[config.mk]
export PLATFORM = sky130hd
export DESIGN_NAME = load_store_unit_flat
export DESIGN_NICKNAME = d
export VERILOG_FILES = /design/src/rtl/load_store_unit_if.sv /design/src/rtl/load_store_unit.sv /design/src/flat_wrapper.sv
export SDC_FILE = /design/constraint.sdc
export NUM_CORES = 1
export LEC_CHECK = 0
export ABC_AREA = 1
export CAP_MARGIN = 20
export CORE_MARGIN = 5
export CORE_UTILIZATION = 48
export DETAILED_ROUTE_END_ITERATION = 6
export GPL_TIMING_DRIVEN = 0
export HOLD_SLACK_MARGIN = 0.06
export PLACE_DENSITY = 0.84
export SYNTH_ARGS = -nofsm -noshare
export SYNTH_HDL_FRONTEND = slang
export SYNTH_SLANG_ARGS = --single-unit
[constraint.sdc]
create_clock -name clk -period 2.8 [get_ports clk]
set_input_delay 0.56 -clock clk [delete_from_list [all_inputs] [get_ports clk]]
set_output_delay 0.56 -clock clk [all_outputs]
set_load 0.005 [all_outputs]
[src/rtl/load_store_unit_if.sv]
// Bundles for load_store_unit: pipeline request/response side
// and the word-wide data memory port side.
interface load_store_unit_if #(
   parameter int A_WIDTH = 32
);
   logic               req_valid;
   logic               req_ready;
   logic               req_we;
   logic [1:0]         req_size;
   logic               req_unsigned;
   logic [A_WIDTH-1:0] req_addr;
   logic [31:0]        req_wdata;
   logic               resp_valid;
   logic [31:0]        resp_rdata;
   logic               resp_err;

   modport master (
      output req_valid, req_we, req_size,
      output req_unsigned, req_addr, req_wdata,
      input  req_ready, resp_valid,
      input  resp_rdata, resp_err
   );

   modport slave (
      input  req_valid, req_we, req_size,
      input  req_unsigned, req_addr, req_wdata,
      output req_ready, resp_valid,
      output resp_rdata, resp_err
   );
endinterface

interface lsu_mem_if #(
   parameter int A_WIDTH = 32
);
   logic               mem_we;
   logic [A_WIDTH-1:0] mem_w_addr;
   logic [31:0]        mem_w_data;
   logic               mem_re;
   logic [A_WIDTH-1:0] mem_r_addr;
   logic [31:0]        mem_r_data;

   modport master (
      output mem_we, mem_w_addr, mem_w_data,
      output mem_re, mem_r_addr,
      input  mem_r_data
   );

   modport slave (
      input  mem_we, mem_w_addr, mem_w_data,
      input  mem_re, mem_r_addr,
      output mem_r_data
   );
endinterface

[src/rtl/load_store_unit.sv]
// Byte/half/word load-store initiator for a word-only data memory.
// Define LSU_ERR_EN to flag misaligned, reserved-size and out-of-range requests.
module load_store_unit #(
   parameter int A_WIDTH     = 32,
   parameter int MEM_A_WIDTH = 8
) (
   input  logic             clk,
   input  logic             rst_n,
   load_store_unit_if.slave req,
   lsu_mem_if.master        mem
);

   typedef enum logic [2:0] {
      IDLE,
      LD_RD,
      LD_DATA,
      ST_WR,
      RMW_RD,
      RMW_WR,
      RESP
   } state_t;

   state_t state, state_nx;

   logic [A_WIDTH-1:0] addr_q;
   logic [1:0]         size_q;
   logic               unsigned_q;
   logic [31:0]        wdata_q;
   logic               err_q;
   logic [31:0]        rdata_q;

   logic               idle;
   logic               accept;
   logic               err;

   logic [4:0]         bsh;
   logic [4:0]         hsh;
   logic [7:0]         lb;
   logic [15:0]        lh;
   logic [31:0]        ext;
   logic [31:0]        mask;
   logic [31:0]        ins;
   logic [31:0]        merged;

   assign idle   = (state == IDLE) || (state == RESP);
   assign accept = idle && req.req_valid;

`ifdef LSU_ERR_EN
   logic addr_hi;

   if (MEM_A_WIDTH + 2 < A_WIDTH) begin : g_hi
      assign addr_hi =
         |req.req_addr[A_WIDTH-1:MEM_A_WIDTH+2];
   end else begin : g_no_hi
      assign addr_hi = 1'b0;
   end

   assign err =
      (req.req_size == 2'd3) ||
      ((req.req_size == 2'd1) && req.req_addr[0]) ||
      ((req.req_size == 2'd2) && (req.req_addr[1:0] != 2'b00)) ||
      addr_hi;
`else
   assign err = 1'b0;
`endif

   always_ff @(posedge clk) begin
      if (!rst_n) begin
         state      <= IDLE;
         addr_q     <= '0;
         size_q     <= 2'd0;
         unsigned_q <= 1'b0;
         wdata_q    <= '0;
         err_q      <= 1'b0;
         rdata_q    <= '0;
      end else begin
         state <= state_nx;
         if (accept) begin
            addr_q     <= req.req_addr;
            size_q     <= req.req_size;
            unsigned_q <= req.req_unsigned;
            wdata_q    <= req.req_wdata;
            err_q      <= err;
            rdata_q    <= '0;
         end else if (state == LD_DATA) begin
            rdata_q <= ext;
         end
      end
   end

   // Lane select for loads and lane merge for read-modify-write.
   always_comb begin
      bsh  = {addr_q[1:0], 3'b000};
      hsh  = {addr_q[1], 4'b0000};
      lb   = 8'(mem.mem_r_data >> bsh);
      lh   = 16'(mem.mem_r_data >> hsh);
      ext  = mem.mem_r_data;
      mask = '1;
      ins  = wdata_q;
      unique case (size_q)
         2'd0: begin
            ext  = {{24{lb[7] & ~unsigned_q}}, lb};
            mask = 32'h0000_00ff << bsh;
            ins  = {4{wdata_q[7:0]}};
         end
         2'd1: begin
            ext  = {{16{lh[15] & ~unsigned_q}}, lh};
            mask = 32'h0000_ffff << hsh;
            ins  = {2{wdata_q[15:0]}};
         end
         default: begin
            ext  = mem.mem_r_data;
            mask = '1;
            ins  = wdata_q;
         end
      endcase
      merged = (mem.mem_r_data & ~mask) | (ins & mask);
   end

   always_comb begin
      state_nx       = state;
      mem.mem_we     = 1'b0;
      mem.mem_re     = 1'b0;
      mem.mem_w_data = wdata_q;
      unique case (state)
         IDLE, RESP: begin
            state_nx = IDLE;
            if (accept) begin
               unique case (1'b1)
                  err:
                     state_nx = RESP;
                  !err && !req.req_we:
                     state_nx = LD_RD;
                  !err && req.req_we && req.req_size[1]:
                     state_nx = ST_WR;
                  !err && req.req_we && !req.req_size[1]:
                     state_nx = RMW_RD;
                  default:
                     state_nx = IDLE;
               endcase
            end
         end
         LD_RD: begin
            mem.mem_re = 1'b1;
            state_nx   = LD_DATA;
         end
         LD_DATA: begin
            state_nx = RESP;
         end
         ST_WR: begin
            mem.mem_we = 1'b1;
            state_nx   = RESP;
         end
         RMW_RD: begin
            mem.mem_re = 1'b1;
            state_nx   = RMW_WR;
         end
         RMW_WR: begin
            mem.mem_we     = 1'b1;
            mem.mem_w_data = merged;
            state_nx       = RESP;
         end
         default: begin
            state_nx = IDLE;
         end
      endcase
   end

   assign mem.mem_w_addr  = {addr_q[A_WIDTH-1:2], 2'b00};
   assign mem.mem_r_addr  = {addr_q[A_WIDTH-1:2], 2'b00};

   assign req.req_ready  = idle;
   assign req.resp_valid = (state == RESP);
   assign req.resp_rdata = rdata_q;
   assign req.resp_err   = (state == RESP) && err_q;

endmodule

[src/flat_wrapper.sv]
// flat-port wrapper written by rule: the top's interface ports become plain ports
module load_store_unit_flat 
#(
   parameter int A_WIDTH     = 32,
   parameter int MEM_A_WIDTH = 8
)
  (clk, rst_n, req_req_valid, req_req_we, req_req_size, req_req_unsigned, req_req_addr, req_req_wdata, req_req_ready, req_resp_valid, req_resp_rdata, req_resp_err, mem_mem_we, mem_mem_w_addr, mem_mem_w_data, mem_mem_re, mem_mem_r_addr, mem_mem_r_data);
  load_store_unit_if #(.A_WIDTH(A_WIDTH)) req_i ();
  lsu_mem_if #(.A_WIDTH(A_WIDTH)) mem_i ();
  input  logic clk;
  input  logic rst_n;
  input wire logic [$bits(req_i.req_valid)-1:0] req_req_valid;
  input wire logic [$bits(req_i.req_we)-1:0] req_req_we;
  input wire logic [$bits(req_i.req_size)-1:0] req_req_size;
  input wire logic [$bits(req_i.req_unsigned)-1:0] req_req_unsigned;
  input wire logic [$bits(req_i.req_addr)-1:0] req_req_addr;
  input wire logic [$bits(req_i.req_wdata)-1:0] req_req_wdata;
  output wire logic [$bits(req_i.req_ready)-1:0] req_req_ready;
  output wire logic [$bits(req_i.resp_valid)-1:0] req_resp_valid;
  output wire logic [$bits(req_i.resp_rdata)-1:0] req_resp_rdata;
  output wire logic [$bits(req_i.resp_err)-1:0] req_resp_err;
  output wire logic [$bits(mem_i.mem_we)-1:0] mem_mem_we;
  output wire logic [$bits(mem_i.mem_w_addr)-1:0] mem_mem_w_addr;
  output wire logic [$bits(mem_i.mem_w_data)-1:0] mem_mem_w_data;
  output wire logic [$bits(mem_i.mem_re)-1:0] mem_mem_re;
  output wire logic [$bits(mem_i.mem_r_addr)-1:0] mem_mem_r_addr;
  input wire logic [$bits(mem_i.mem_r_data)-1:0] mem_mem_r_data;
  assign req_i.req_valid = req_req_valid;
  assign req_i.req_we = req_req_we;
  assign req_i.req_size = req_req_size;
  assign req_i.req_unsigned = req_req_unsigned;
  assign req_i.req_addr = req_req_addr;
  assign req_i.req_wdata = req_req_wdata;
  assign req_req_ready = req_i.req_ready;
  assign req_resp_valid = req_i.resp_valid;
  assign req_resp_rdata = req_i.resp_rdata;
  assign req_resp_err = req_i.resp_err;
  assign mem_mem_we = mem_i.mem_we;
  assign mem_mem_w_addr = mem_i.mem_w_addr;
  assign mem_mem_w_data = mem_i.mem_w_data;
  assign mem_mem_re = mem_i.mem_re;
  assign mem_mem_r_addr = mem_i.mem_r_addr;
  assign mem_i.mem_r_data = mem_mem_r_data;
  load_store_unit #(.A_WIDTH(A_WIDTH), .MEM_A_WIDTH(MEM_A_WIDTH)) u_core (.clk(clk), .rst_n(rst_n), .req(req_i), .mem(mem_i));
endmodule
==> flow_summary.toml, run 1 <==
# physical design summary
[final_timing]
worst_slack_ns = 0.0673
fin_crit_ns = 2.73
clock_skew_ns = 0.00597
slew_headroom_pct = 49.4
finalSetupViolations = 0
hold_ws_ns = 0.484

[power_and_ir_drop]
powerDensity_mw_per_mm2 = 1030
p_leak_uw = 0.00412
swShare_pct = 40.4
power.share.clock_pct = 13.2
combPwrFrac_pct = 60.2
pwr-share-seq_pct = 26.5
power.switching_uw = 3680
p_int_uw = 5440
pg_clk_uw = 1210
top_power_group = "combinational logic"

[worst_setup_path]
path_buffers = 3
timing.rr.end = "u_core.req.resp_rdata[9]"
start_kind = "flip-flop"
path_max_fanout = 10
r2r-start = "u_core.state[1]"
ff2ff_path_depth = 7
crit_required_ns = 2.24
crit_slowest_cell = "clkdlybuf4s50_1"

[die]
io_pins = 236
rows = 40
tap_cells = 168

[layout]
stdcell_count = 1339
final_area_sq_mm = 0.00890
num_antenna_cells = 0
inverters_excl_clock = 88
comb_area_sq_mm = 0.00283
seqAreaFraction_pct = 23.0
sh_comb_area_pct = 31.8
clock_buffers = 9
non_clock_buffer_area_share_pct = 35.9
fin_util_pct = 73.8
fin_nets = 1269
final_common_cell = "clkdlybuf4s50_1"
most-common-layout-cells = "222 x clkdlybuf4s50_1, 190 x nor2_1, 110 x nand2_1, 105 x o21ai_0, 97 x dfxtp_1"
area_growth_syn_to_layout_pct = 50.0

[detailed_routing]
route.detailed.drc = 0
wl_met3_um = 2420
postRouteAntennaNets = 0
top_layer = "met4"
dr.pass1.iters = 5
wire_per_inst_um = 16.2
met1_length_um = 8430

[yosys]
ys.flop_type = "dfxtp_1"
top_cell_area_share_pct = 34.4
top_cell = "nor2_1"
mux_area_share_pct = 0
xor_share_pct = 0
synthTopCellsByCount = "191 x nor2_1, 111 x nand2_1, 108 x o21ai_0, 102 x dfxtp_1, 82 x inv_1"
synthDistinctLibCells = 29
yosys.area_share.aoi_pct = 16.2
adder_share_pct = 0
syn_area_sq_mm = 0.00593
yosysWarnings = 0

[global_routing]
grt_pass1_wl_um = 33600
grt_pass1_vias = 6470
grt_max_degree = 19
overflow = 0

[cts]
postCtsSetupBuffers = 4
clkTransAtPathRegs_ns = 0.07
numCtsBuffers = 9
cts_tree = "done"
clock_latency_ns = 0.36
clk_path_buf_depth = 2

[worst_hold_path]
worst_hold_path_type = "flip-flop to flip-flop"
min-delay-start = "u_core.wdata_q[19]"

[placed_design]
dp.cells = 1316
place_area_sq_mm = 0.00846
globalplace.congestion = 0.999

[outcome]
status = "finished clean"
## run 1: worst max path at each step
stage	startpoint	end	slack, ns	cells past startpoint
after floorplan	u_core.addr_q[1]	mem_mem_w_data[26]	1.01	7
after detailed placement	u_core.addr_q[1]	mem_mem_w_data[29]	0.06	8
after global placement	u_core.addr_q[1]	mem_mem_w_data[29]	0.03	8
after global routing	u_core.size_q[1]	mem_mem_w_data[8]	-0.004	6
after CTS	u_core.addr_q[1]	mem_mem_w_data[25]	0.001	8
final	u_core.size_q[1]	mem_mem_w_data[8]	0.07	6
## run 1: worst reg2reg max path, delay by kind of cell, from the launching register on
family / cells / cell delay, ns
AOI/OAI and AO/OA: 2 / 0.21
buffers and inverters: 2 / 0.57
DFF: 1 / 0.42
and+or+nand+nor: 3 / 0.43
==> run_1/m1.png <==
Scale bar: 20 um.
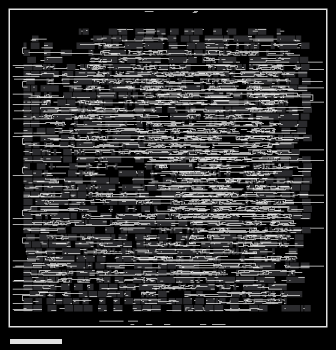
main direction = horizontal
nets with wire on the layer = 1155
longest straight run = 46.5 um
drt total wl: 21600 um
via count: 6809
met1 usage: 34.5%

==> run_1/m2.png <==
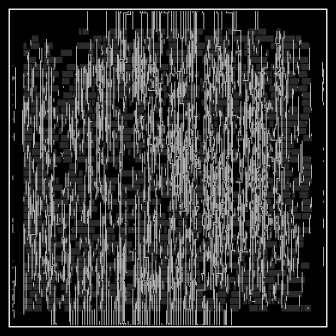
longest straight run = 48.3 um
share of all routed wire = 47%
main direction = vertical
M2 GR Usage: 48.7%

==> run_1/m3.png <==
Scale bar: 20 um.
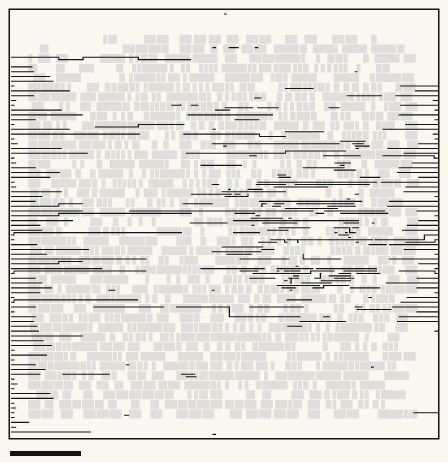
wire length on this layer = 2420 um
longest straight run = 52.0 um
met3 GRT Util: 10.2%

==> run_1/ff_map.png <==
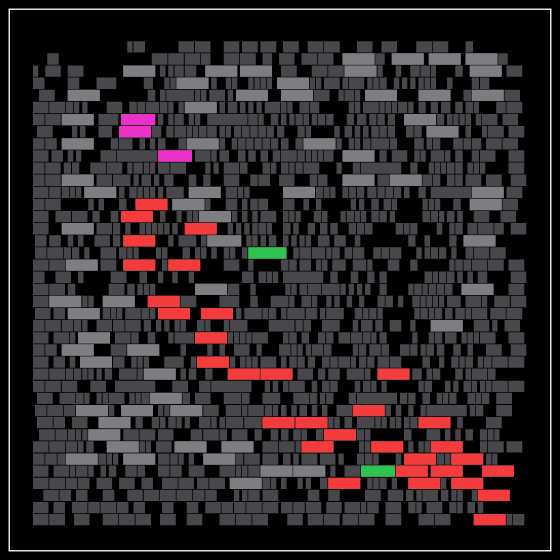

==> inputs of run 2 (changes only) <==
--- a/config.mk
+++ b/config.mk
@@ -9,10 +9,12 @@
 export CAP_MARGIN = 20
 export CORE_MARGIN = 5
 export CORE_UTILIZATION = 48
+export CTS_CLUSTER_SIZE = 14
 export DETAILED_ROUTE_END_ITERATION = 6
 export GPL_TIMING_DRIVEN = 0
 export HOLD_SLACK_MARGIN = 0.06
 export PLACE_DENSITY = 0.84
+export SKIP_CTS_REPAIR_TIMING = 1
 export SYNTH_ARGS = -nofsm -noshare
 export SYNTH_HDL_FRONTEND = slang
 export SYNTH_SLANG_ARGS = --single-unit
==> run_2/ff_map.png <==
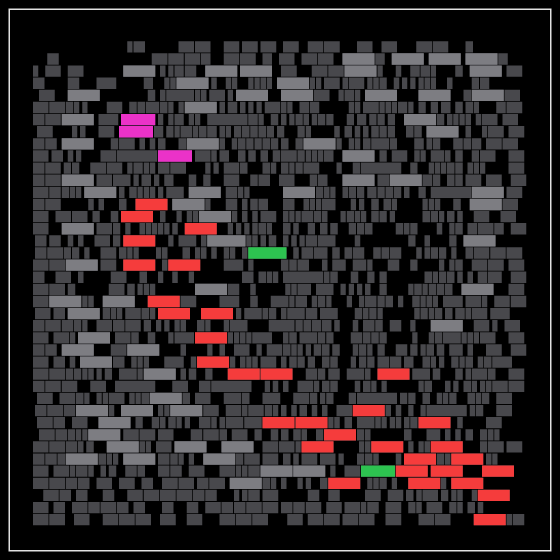
green -> `u_core.size_q`  # sequential cells 2
red -> `u_core.wdata_q`  # sequential cells 32
magenta -> `u_core.state`  # sequential cells 3
not colored = 65
Register Area: 0.00205 sq mm
sequential share of cell area: 22.9%

==> run_2/m3.png <==
Scale bar: 20 um.
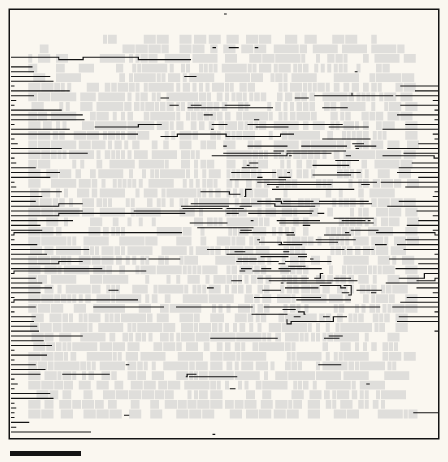
share of all routed wire = 12%
wire length on this layer = 2620 um
met3 GRT Util: 9.98%
via count: 6831
drt total wl: 21800 um

==> run 2 against run 1 <==
  * Largest power group unchanged
  * Critical path type unchanged
  * First-iteration DRC count up 3.0%
  * Critical path depth up 2
  * Synthesized cell count unchanged
  * Maximum frequency down 7.4%
  * Largest cell class unchanged
  * The run now ends with negative setup slack left
==> flow_summary.toml, run 2 <==
# physical design summary
[detailed_routing]
dr.pass1.iters = 6
met1_length_um = 8200
wl_met3_um = 2620
top_layer = "met4"
wire_per_inst_um = 16.2
postRouteAntennaNets = 0
vias_per_cell = 5.09
route.detailed.drc = 0

[job]
maxCapViolCount = 0
warning_count = 27

[power_and_ir_drop]
comb-power_uw = 5550
power.switching_uw = 3710
seq-power_uw = 2430
pg_clk_uw = 1210
combPwrFrac_pct = 60.4
pwr-share-seq_pct = 26.4
swShare_pct = 40.4
p_int_uw = 5470
powerDensity_mw_per_mm2 = 1030
top_power_group = "combinational logic"
power.share.clock_pct = 13.2
p_leak_uw = 0.00422
total_power_uw = 9190

[placed_design]
dp.cells = 1316
place_area_sq_mm = 0.00846
globalplace.congestion = 0.999
io_buffers = 230

[cts]
numCtsBuffers = 9
cts.sinks = 102
cts_tree = "done"
htree_levels = 3
clkTransAtPathRegs_ns = 0.07
clk_path_buf_depth = 2
clock_latency_ns = 0.36

[global_routing]
grtUsageMet2_pct = 48.5
top_usage_layer = "met2"
grt_max_degree = 19
use_met1_pct = 34.5
overflow = 0
grt_pass1_wl_um = 33400
grtUsageTotal_pct = 28.7
grt_pass1_vias = 6413

[worst_setup_path]
crit_required_ns = 2.24
arrival_ns = 2.39
critical_path.most_common_cell = "buf_6"
path_max_fanout = 10
path_buffers = 5
cp_slowest_stage_delay_ns = 0.50
start_kind = "flip-flop"
crit_slowest_cell = "clkdlybuf4s50_1"

[layout]
fin_util_pct = 74.3
final_common_cell = "clkdlybuf4s50_1"
most-common-layout-cells = "220 x clkdlybuf4s50_1, 190 x nor2_1, 109 x nand2_1, 105 x o21ai_0, 96 x dfxtp_1"
area_growth_syn_to_layout_pct = 51.1
final_area_sq_mm = 0.00896
fin_nets = 1272
stdcell_count = 1342
num_antenna_cells = 0

[yosys]
async_reset_ff_share_pct = 0
adder_share_pct = 0
synth.largest_area_cell = "dfxtp_1"
mux_area_share_pct = 0
syn_area_sq_mm = 0.00593
top_cell_area_share_pct = 34.4
yosysWarnings = 0
ys.flop_type = "dfxtp_1"
synthDistinctLibCells = 29
yosys.area_share.aoi_pct = 16.2
synthTopCellsByCount = "191 x nor2_1, 111 x nand2_1, 108 x o21ai_0, 102 x dfxtp_1, 82 x inv_1"
ys_ff = 102
xor_share_pct = 0
top_cell = "nor2_1"

[final_timing]
worst_slack_ns = -0.153
slew_violations = 0
finalSetupViolations = 2
fin_crit_ns = 2.95
clock_skew_ns = 0.00711
slew_headroom_pct = 49.4
hold_ws_ns = 0.484

[worst_hold_path]
worst_hold_path_type = "flip-flop to flip-flop"

[die]
rows = 40
die_h_um = 121
io_pins = 236

[outcome]
violations = "negative setup slack"
status = "finished with violations"
[run 2: path summary, 6_finish.rpt]
check	startpoint	end	slack (ns)	cells past startpoint
worst max-delay path	u_core.addr_q[1]	mem_mem_w_data[29]	-0.15	8
worst min-delay path	u_core.wdata_q[19]	u_core.wdata_q[19]	0.48	2
worst max register to register	u_core.state[0]	u_core.req.resp_rdata[10]	1.10	8
worst min register to register	u_core.wdata_q[19]	u_core.wdata_q[19]	0.48	2
[run 2: final cells by class]
type | instances | area (sq um)
plain buffers | 117 | 827
clock buffers | 9 | 225
clock inverters | 7 | 57.6
fillers | 1025 | 3100
inverters | 88 | 334
multi-input cells | 611 | 2850
flip-flops and latches | 102 | 2050
well taps | 168 | 210
repair buffers | 240 | 2400
Power figures rest on the tool's default switching activity, not on a simulated workload.
